Figure 1. Clock wires, drivers and flops.
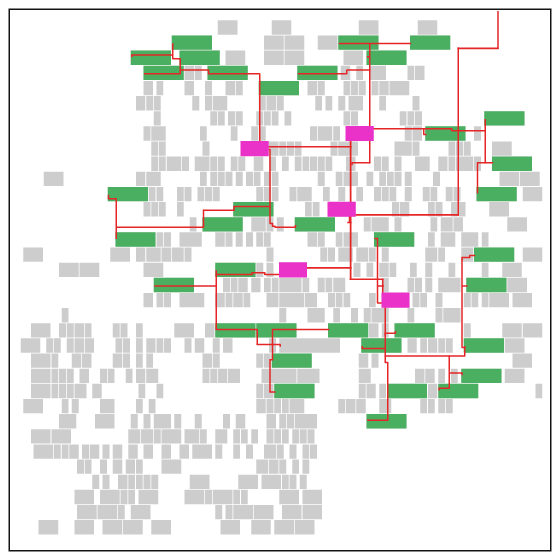
Figure 2. Wiring by layer.
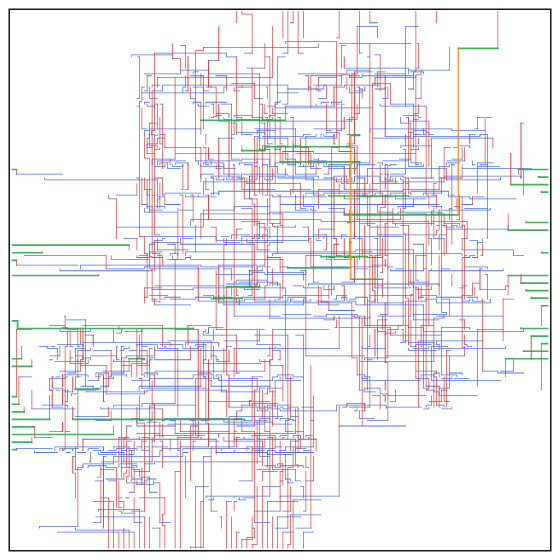
Design mcyc_control, sky130hd; sources not shown.
==> changes_impl.md <==
### Changed

- Status: completed
- Maximum fanout along the worst path: 23
- Cell at the root of the clock tree: sky130_fd_sc_hd__clkbuf_8
- Post-synth top area share: 26.63%
- Max frequency: 355.4 MHz
- Synth Area in XOR/XNOR: 2.913%
- Flip-flop and latch count: 36
- # clk buffers: 5
- Filler Cells Inserted: 936
- Finished Core Util: 41.52%
- CTS H-tree depth: 2
- Ports placed on the boundary: 76
- Max-area cell class: combinational gates
- Setup Total Neg Slack: 0 ns
- Combinational gate area: 0.001753 mm^2
- Combinational power share: 45.3%
- Net switching power of the design: 0.5001 mW
- Type of the worst min-delay path: flop to flop
- Well-tap cell count: 108
- Cell Count, Final, Fillers Out: 654
- Pre-antenna DRT Iters: 4
- Maximum resistive drop on vdd: 165.6 uV
- Count of port buffers added during placement: 73
- Area of the chip: 0.009405 mm^2
- R2r setup slk: 1.96 ns
- Skew final: 0.006108 ns
- Buf+Inv Stages, Crit Path: 3
- RePlAce Congestion: 0.8486
- Number of cells on the worst hold path: 2
- Static Leakage: 1.352 nW
- Count of multi-input gates: 383
- Cell count of the worst reg-to-reg path: 8
- Gate Count Post-Synth: 475
- Vias in the first global route: 2,973
- Worst slack at placement: 1.185 ns
- Net switching share of the total power: 36.86%
- Required time at the worst-slack endpoint: 3.60 ns
- Main logic family: simple AND/OR/NAND/NOR gates
- Count of synthesis-stage warnings from yosys: 0
- Antenna-violating nets left: 0
- Cell-by-cell trace of the critical path: clkdlybuf4s50_1, nand3_4, clkinv_2, nor2_1, o31ai_1, clkdlybuf4s50_1
- Most prevalent standard cell on the critical path: sky130_fd_sc_hd__clkdlybuf4s50_1
- Top cells by area: sky130_fd_sc_hd__dfxtp_1 27%, sky130_fd_sc_hd__nand2_1 23%, sky130_fd_sc_hd__nor2_1 13%
- Relative area change from synthesis to final layout: 33.80%
- Power density normalized to cell area: 374.7 mW/mm^2
- Crit path max-delay family: buffers and inverters
- Most instantiated cells after synthesis: 167 x sky130_fd_sc_hd__nand2_1, 94 x sky130_fd_sc_hd__nor2_1, 39 x sky130_fd_sc_hd__inv_1
- Fin crit period: 2.814 ns
- Final-report hold violation count: 0
- Internal Dissipation: 0.8568 mW
- Adder-cell share of the synthesized area: 0.4623%
- Top-count cell post-synth: sky130_fd_sc_hd__nand2_1
- Flip-flop count of the largest register, all copies and words added: 32
- Delay of the slowest cell on the worst path: 0.61 ns
- Instance area at placement: 0.003513 mm^2
- Number of buffers between clock root and the deepest sink: 2
- Core utilization before placement: 31.03%
- Count of plain and timing-repair buffers in the layout: 73
- CP max stage cell: sky130_fd_sc_hd__clkdlybuf4s50_1
- Share of post-route cells with drive strength above 1: 5.861%
- Row count: 34
- Max-cap viol count: 0
- Clock net sink count: 36
- Proportion of cell area occupied by registers: 19.90%
- Tally of OpenROAD warnings: 26
- DRC viols: 0
- Number of antenna violations at the first check in global routing: 0
- Die width: 96.98 um
- Flip-flop and latch count after synthesis: 36
-- Figure 1 (at the start) --
[clock drivers] magenta | count: 5
[clock wires] red | length: 520 um
[flip-flops] green | count: 36
routed clock nets	6
clk latency late pin: 0.29 ns
clock distribution power: 0.318 mW
share of power burned in the clock network: 23.4%

-- Figure 2 (at the start) --
layer	colour	wire length
metal 1	blue	3,990 um
metal 3	green	354 um
metal 2	red	3,530 um
metal 4	orange	55.8 um
total wirelength of the detailed-routed design: 7921 um
total number of vias: 3,094
combined global-route utilization of all metal layers: 17.50%
Wirelength per Cell: 12.11 um

## power groups by stage
stage / Combinational, mW / Sequential [mW] / Clock (mW)
after global placement: 0.619 / 0.432 / 0
after global routing: 0.680 / 0.427 / 0.338
after CTS: 0.622 / 0.425 / 0.325
after floorplan: 0.329 / 0.420 / 0
final: 0.615 / 0.424 / 0.318
after detailed placement: 0.617 / 0.433 / 0
## per-layer routing
metal | track usage, % | wire (um) | part of all wire (%) | up-vias
li1 | - | - | - | 1633
met1 | 23.38 | 3985 | 50 | 1394
met2 | 29.41 | 3526 | 45 | 60
met3 | 2.890 | 353 | 4.5 | 7
met4 | 3.904 | 55 | 0.69 | 0
met5 | 0 | 0 | 0 | -
Power is estimated from default activity; no workload was simulated.
